**src/rtl/multicycle_pkg.sv**
```systemverilog
// Shared types and encodings for the RV32I multi-cycle control unit.
// Holds the state enum, base-opcode constants, mux-select encodings and the
// opcode-to-ALU-operand mapping used by the controller.
package multicycle_pkg;

  typedef enum logic [2:0] {
    S_FETCH     = 3'd0,
    S_DECODE    = 3'd1,
    S_EXECUTE   = 3'd2,
    S_MEM       = 3'd3,
    S_WRITEBACK = 3'd4,
    S_FAULT     = 3'd5,
    S_TRAP      = 3'd6
  } state_t;

  // RV32I base opcodes (instruction[6:0])
  localparam logic [6:0] OP     = 7'b0110011;
  localparam logic [6:0] OP_IMM = 7'b0010011;
  localparam logic [6:0] LOAD   = 7'b0000011;
  localparam logic [6:0] STORE  = 7'b0100011;
  localparam logic [6:0] BRANCH = 7'b1100011;
  localparam logic [6:0] JAL    = 7'b1101111;
  localparam logic [6:0] JALR   = 7'b1100111;
  localparam logic [6:0] LUI    = 7'b0110111;
  localparam logic [6:0] AUIPC  = 7'b0010111;

  // mem_to_reg: register-file write-data source
  localparam logic [1:0] M2R_IMM = 2'd0;
  localparam logic [1:0] M2R_ALU = 2'd1;
  localparam logic [1:0] M2R_PC4 = 2'd2;
  localparam logic [1:0] M2R_MEM = 2'd3;

  // alu_src: bit0 selects rs1 (1) / pc (0), bit1 selects imm (1) / rs2 (0)
  localparam logic [1:0] ALU_PC_RS2  = 2'b00;
  localparam logic [1:0] ALU_RS1_RS2 = 2'b01;
  localparam logic [1:0] ALU_PC_IMM  = 2'b10;
  localparam logic [1:0] ALU_RS1_IMM = 2'b11;

  function automatic logic is_legal(input logic [6:0] op);
    case (op)
      OP, OP_IMM, LOAD, STORE, BRANCH, JAL, JALR, LUI, AUIPC: return 1'b1;
      default:                                                return 1'b0;
    endcase
  endfunction

  function automatic logic [1:0] alu_src_for(input logic [6:0] op);
    case (op)
      OP:                         return ALU_RS1_RS2;
      OP_IMM, LOAD, STORE, JALR:  return ALU_RS1_IMM;
      BRANCH, JAL, AUIPC:         return ALU_PC_IMM;
      default:                    return ALU_PC_RS2;
    endcase
  endfunction

endpackage

```
**src/rtl/multicycle_controller_wait_timer.sv**
```systemverilog
// mc_wait_timer: counts consecutive not-ready cycles of a memory handshake.
// Latency: timeout is combinational on the current count and ready.
// Backpressure: none; the count clears whenever the handshake is not waiting.
// Ports: clk, reset (sync, active-high), waiting (in FETCH/MEM), ready (the
//        handshake's ready), timeout (this is the last allowed wait cycle).
module mc_wait_timer #(
  parameter int MEM_TIMEOUT = 16,
  parameter int TMO_W       = (MEM_TIMEOUT > 0) ? $clog2(MEM_TIMEOUT + 1) : 1
) (
  input  logic clk,
  input  logic reset,
  input  logic waiting,
  input  logic ready,
  output logic timeout
);

  // Timeout fires on the MEM_TIMEOUT-th consecutive not-ready cycle, so the
  // state leaves to FAULT after exactly MEM_TIMEOUT wait cycles. A ready in
  // that same cycle masks the timeout and the access completes normally.
  localparam logic [TMO_W-1:0] LAST = TMO_W'((MEM_TIMEOUT > 0) ? MEM_TIMEOUT - 1 : 0);

  logic [TMO_W-1:0] cnt;

  always_ff @(posedge clk) begin
    if (reset || !waiting || ready) begin
      cnt <= '0;
    end else begin
      cnt <= cnt + 1'b1;
    end
  end

  assign timeout = (MEM_TIMEOUT > 0) && waiting && !ready && (cnt == LAST);

endmodule

```
**src/rtl/multicycle_controller.sv**
```systemverilog
// multicycle_controller: FETCH/DECODE/EXECUTE/MEM/WRITEBACK sequencer for RV32I.
// Latency: 4 cycles (ALU/jump/branch), 3 (LUI), 5+ (load/store) plus memory waits.
// Backpressure: stalls in FETCH/MEM until imem_ready/dmem_ready; faults after
//   MEM_TIMEOUT wait cycles (0 disables). Optional macro: ILLEGAL_TRAP_EN makes
//   an illegal opcode enter an absorbing TRAP state instead of retiring as NOP.
// Ports: clk, reset (sync, active-high); opcode, branch_cond, imem_ready,
//   dmem_ready in; memory strobes, datapath enables/selects, instret, fault,
//   state_o (debug) out.
module multicycle_controller
  import multicycle_pkg::*;
#(
  parameter int MEM_TIMEOUT = 16,
  parameter int CNT_W       = 32,
  parameter int TMO_W       = (MEM_TIMEOUT > 0) ? $clog2(MEM_TIMEOUT + 1) : 1
) (
  input  logic             clk,
  input  logic             reset,
  input  logic [6:0]       opcode,
  input  logic             branch_cond,
  input  logic             imem_ready,
  input  logic             dmem_ready,
  output logic             imem_req,
  output logic             dmem_req,
  output logic             mem_read,
  output logic             mem_write,
  output logic             ir_write,
  output logic             pc_write,
  output logic             pc_src,
  output logic             reg_write,
  output logic [1:0]       alu_src,
  output logic [1:0]       mem_to_reg,
  output logic [CNT_W-1:0] instret,
  output logic             fault,
  output logic [2:0]       state_o
);

  state_t state, state_nxt;
  logic   waiting, wait_ready, timeout;

  assign waiting    = (state == S_FETCH) || (state == S_MEM);
  assign wait_ready = (state == S_FETCH) ? imem_ready : dmem_ready;

  mc_wait_timer #(
    .MEM_TIMEOUT (MEM_TIMEOUT),
    .TMO_W       (TMO_W)
  ) u_wait_timer (
    .clk     (clk),
    .reset   (reset),
    .waiting (waiting),
    .ready   (wait_ready),
    .timeout (timeout)
  );

  always_ff @(posedge clk) begin
    if (reset) begin
      state   <= S_FETCH;
      instret <= '0;
      fault   <= 1'b0;
    end else begin
      state <= state_nxt;
      if (state == S_WRITEBACK) begin
        instret <= instret + CNT_W'(1);
      end
      if (state_nxt == S_FAULT) begin
        fault <= 1'b1;
      end
    end
  end

  always_comb begin
    state_nxt  = state;
    imem_req   = 1'b0;
    dmem_req   = 1'b0;
    mem_read   = 1'b0;
    mem_write  = 1'b0;
    ir_write   = 1'b0;
    pc_write   = 1'b0;
    pc_src     = 1'b0;
    reg_write  = 1'b0;
    alu_src    = ALU_PC_RS2;
    mem_to_reg = M2R_IMM;

    case (state)
      S_FETCH: begin
        imem_req = 1'b1;
        ir_write = imem_ready;
        if (imem_ready)   state_nxt = S_DECODE;
        else if (timeout) state_nxt = S_FAULT;
      end
      S_DECODE: begin
        if (opcode == LUI) begin
          state_nxt = S_WRITEBACK;
        end else if (!is_legal(opcode)) begin
`ifdef ILLEGAL_TRAP_EN
          state_nxt = S_TRAP;
`else
          state_nxt = S_WRITEBACK;
`endif
        end else begin
          state_nxt = S_EXECUTE;
        end
      end
      S_EXECUTE: begin
        alu_src   = alu_src_for(opcode);
        state_nxt = (opcode == LOAD || opcode == STORE) ? S_MEM : S_WRITEBACK;
      end
      S_MEM: begin
        alu_src   = alu_src_for(opcode);
        dmem_req  = 1'b1;
        mem_read  = (opcode == LOAD);
        mem_write = (opcode == STORE);
        if (dmem_ready)   state_nxt = S_WRITEBACK;
        else if (timeout) state_nxt = S_FAULT;
      end
      S_WRITEBACK: begin
        // Illegal opcodes fall through every case below and retire as a NOP.
        alu_src  = alu_src_for(opcode);
        pc_write = 1'b1;
        case (opcode)
          OP, OP_IMM, AUIPC: begin reg_write = 1'b1; mem_to_reg = M2R_ALU; end
          LOAD:              begin reg_write = 1'b1; mem_to_reg = M2R_MEM; end
          LUI:               begin reg_write = 1'b1; mem_to_reg = M2R_IMM; end
          JAL, JALR:         begin reg_write = 1'b1; mem_to_reg = M2R_PC4; pc_src = 1'b1; end
          BRANCH:            pc_src = branch_cond;
          default:           ;
        endcase
        state_nxt = S_FETCH;
      end
      S_FAULT, S_TRAP: state_nxt = state;
      default:         state_nxt = S_FETCH;
    endcase

    // Reset is synchronous, so state may still be mid-instruction this cycle;
    // silence every strobe so no memory access or register write leaks out.
    if (reset) begin
      imem_req   = 1'b0;
      dmem_req   = 1'b0;
      mem_read   = 1'b0;
      mem_write  = 1'b0;
      ir_write   = 1'b0;
      pc_write   = 1'b0;
      pc_src     = 1'b0;
      reg_write  = 1'b0;
      alu_src    = ALU_PC_RS2;
      mem_to_reg = M2R_IMM;
    end
  end

  assign state_o = state;

endmodule

```
**config.mk**
```make
export PLATFORM = sky130hd
export DESIGN_NAME = multicycle_controller
export DESIGN_NICKNAME = d
export VERILOG_FILES = /design/src/rtl/multicycle_pkg.sv /design/src/rtl/multicycle_controller_wait_timer.sv /design/src/rtl/multicycle_controller.sv
export SDC_FILE = /design/constraint.sdc
export NUM_CORES = 1
export LEC_CHECK = 0
export CAP_MARGIN = 20
export CELL_PAD_IN_SITES_DETAIL_PLACEMENT = 0
export CELL_PAD_IN_SITES_GLOBAL_PLACEMENT = 2
export CORE_UTILIZATION = 29
export DETAILED_ROUTE_END_ITERATION = 6
export PLACE_DENSITY_LB_ADDON = 0.1
export SLEW_MARGIN = 40
export SYNTH_ARGS = -nofsm -noshare
export SYNTH_HDL_FRONTEND = slang
export SYNTH_SLANG_ARGS = --single-unit
```
**constraint.sdc**
```tcl
create_clock -name clk -period 3.05 [get_ports clk]
set_input_delay 0.7625 -clock clk [delete_from_list [all_inputs] [get_ports clk]]
set_output_delay 0.7625 -clock clk [all_outputs]
set_load 0.01 [all_outputs]
```
==> flow_summary_export.csv <==
group,metric,value,unit
outcome,status,"complete, no violations",
layout,drive_above_1_share,13.0,%
power_and_ir_drop,comb_power_share,10.6,%
global_routing,overflow,0,
floorplanning,die_width,88.6,um
power_and_ir_drop,finalPower,1.13,mW
timing,hold_violations,0,
setup_path,crit_type,"in2out",
setup_path,startpoint,"reset",
logic_synthesis,synth_stat.cells,265,
cts,clk_pin_slew,0.08,ns
power_and_ir_drop,sw_frac_of_total,22.7,%
setup_path,reg2reg_slack,1.00,ns
logic_synthesis,ff_type,"dfxtp_1",
logic_synthesis,numSynthFlops,41,
logic_synthesis,synthXorXnorAreaFrac,10.9,%
floorplanning,rows,31,
logic_synthesis,synth_cells,265,
logic_synthesis,top_cells_by_area,"dfxtp_1, xnor2_1, nor2_1, nand2_1, a21oi_1",
timing,worst_slew_pin_slew,0.606,ns
global_routing,grt_pass1_vias,1790,
cts,hold_buffers,0,
logic_synthesis,netlist_area,0.00217,mm^2
logic_synthesis,synthDistinctLibCells,43,
cts,cts_tree,"yes",
placed_design,portBuffers,59,
-- state kept, by name, indices dropped and copies added, names as in the netlist --
| name | count |
|---|---|
| fault | 1 |
| instret | 32 |
| state_o | 3 |
| u_wait_timer.cnt | 5 |
-- through the flow --
| step | utilization (%) | worst slack, ns | cell area [um^2] | instances |
|---|---|---|---|---|
| floorplan | - | 0.637 | 2170 | 265 |
| global placement | 41.0 | -0.212 | 2970 | 429 |
| detailed placement | 41.0 | -0.235 | 2970 | 429 |
| CTS | 42.6 | 0.0556 | 3090 | 437 |
| global route | 42.8 | -0.0254 | 3100 | 437 |
| finish | 42.8 | 0.0772 | 3100 | 437 |
-- critical path: stages --
cell and delay (ns):
clkdlybuf4s50_1 0.50, buf_4 0.18, inv_1 0.08, and2_1 0.15, clkdlybuf4s50_1 0.54
-- cell usage after synthesis (3+ instances only) --
cell / count
a21oi_1: 14
and2_1: 7
and3_1: 4
and4_1: 5
clkbuf_1: 9
dfxtp_1: 41
ha_1: 3
inv_1: 12
nand2_1: 20
nand2b_1: 4
nand3_1: 10
nand4_1: 3
nor2_1: 40
nor2b_1: 5
nor3_1: 10
nor3_2: 7
nor4_1: 4
o21ai_0: 12
or3_1: 6
xnor2_1: 21
xor2_1: 6
-- cell type report --
cell class,instances,area [um^2],share of cell area (%)
clock buffer,7,86.3,2.78
clock inverter,1,30.0,0.968
inverter,12,45.0,1.45
multi-input combinational,199,1270,41.1
sequential,41,821,26.5
tap,99,124,3.99
timing repair buffer,78,721,23.2
-- per-layer routing --
layer | global-route usage, % | wire length (um) | up-vias
met5 | 0 | 0 | -
met4 | 4.84 | 50 | 0
met3 | 4.01 | 187 | 2
met2 | 23.0 | 2450 | 38
met1 | 18.0 | 2590 | 912
li1 | - | - | 1046
### Local utilization

9 x 9 tiles, from white (low) to dark blue (high), 0 to 100% covered.
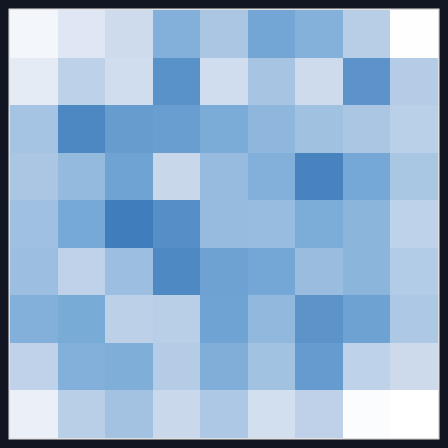
- fullest tile: 69%
- nearly empty tiles: 3.7%
- mean over tiles: 38%
Final Core Density: 42.8%
fp_density: 30.0%
area of the core: 0.00725 mm^2

### Gate families picked out

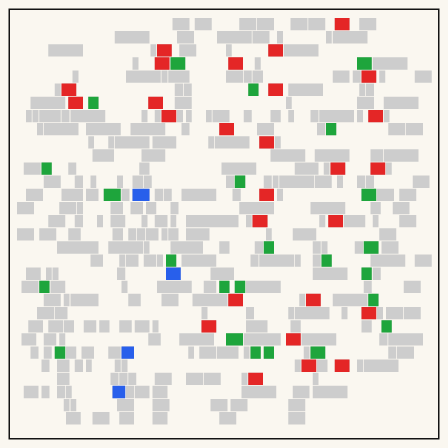
- AND and OR gates: green (cells 24; most used and2_1; where spread over the die)
- XOR/XNOR gates: red (cells 27; most used xnor2_1)
- AND-OR and OR-AND gates: blue (cells 4)
Layout Cells excl Fill: 437
multi-input combinational area share: 41.1%
dominant logic cell type in the layout: clkdlybuf4s50_1

### Wiring by layer

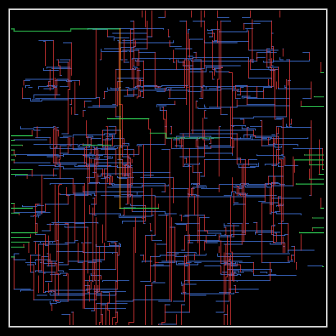
- metal 2: red (wire length 2450 um)
- metal 3: green (wire length 188 um)
- metal 1: blue (wire length 2590 um)
- metal 4: orange (wire length 50.3 um)
via count: 1998
Detailed Route WL: 5280 um
Routed WL per cell: 12.1 um
Total GRT Usage: 14.2%

### Routing congestion map

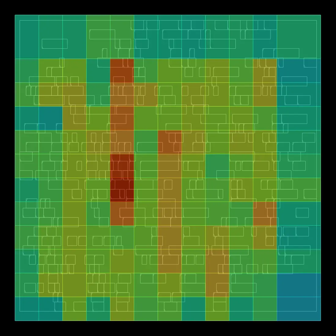
layer with the highest usage: met2
met2 usage: 23.0%
met3 Use GR: 4.01%

### Metal 2

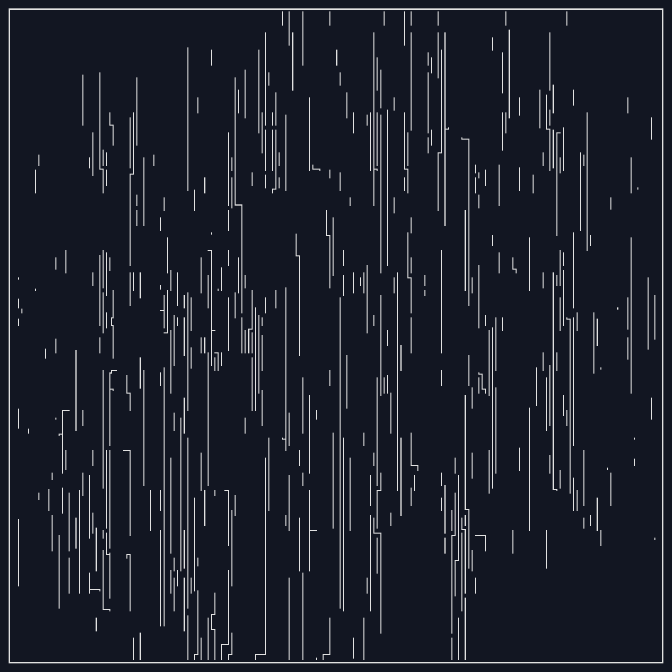
- main direction: vertical
- wire length on this layer: 2450 um
- longest straight run: 42.2 um
- share of all routed wire: 46%

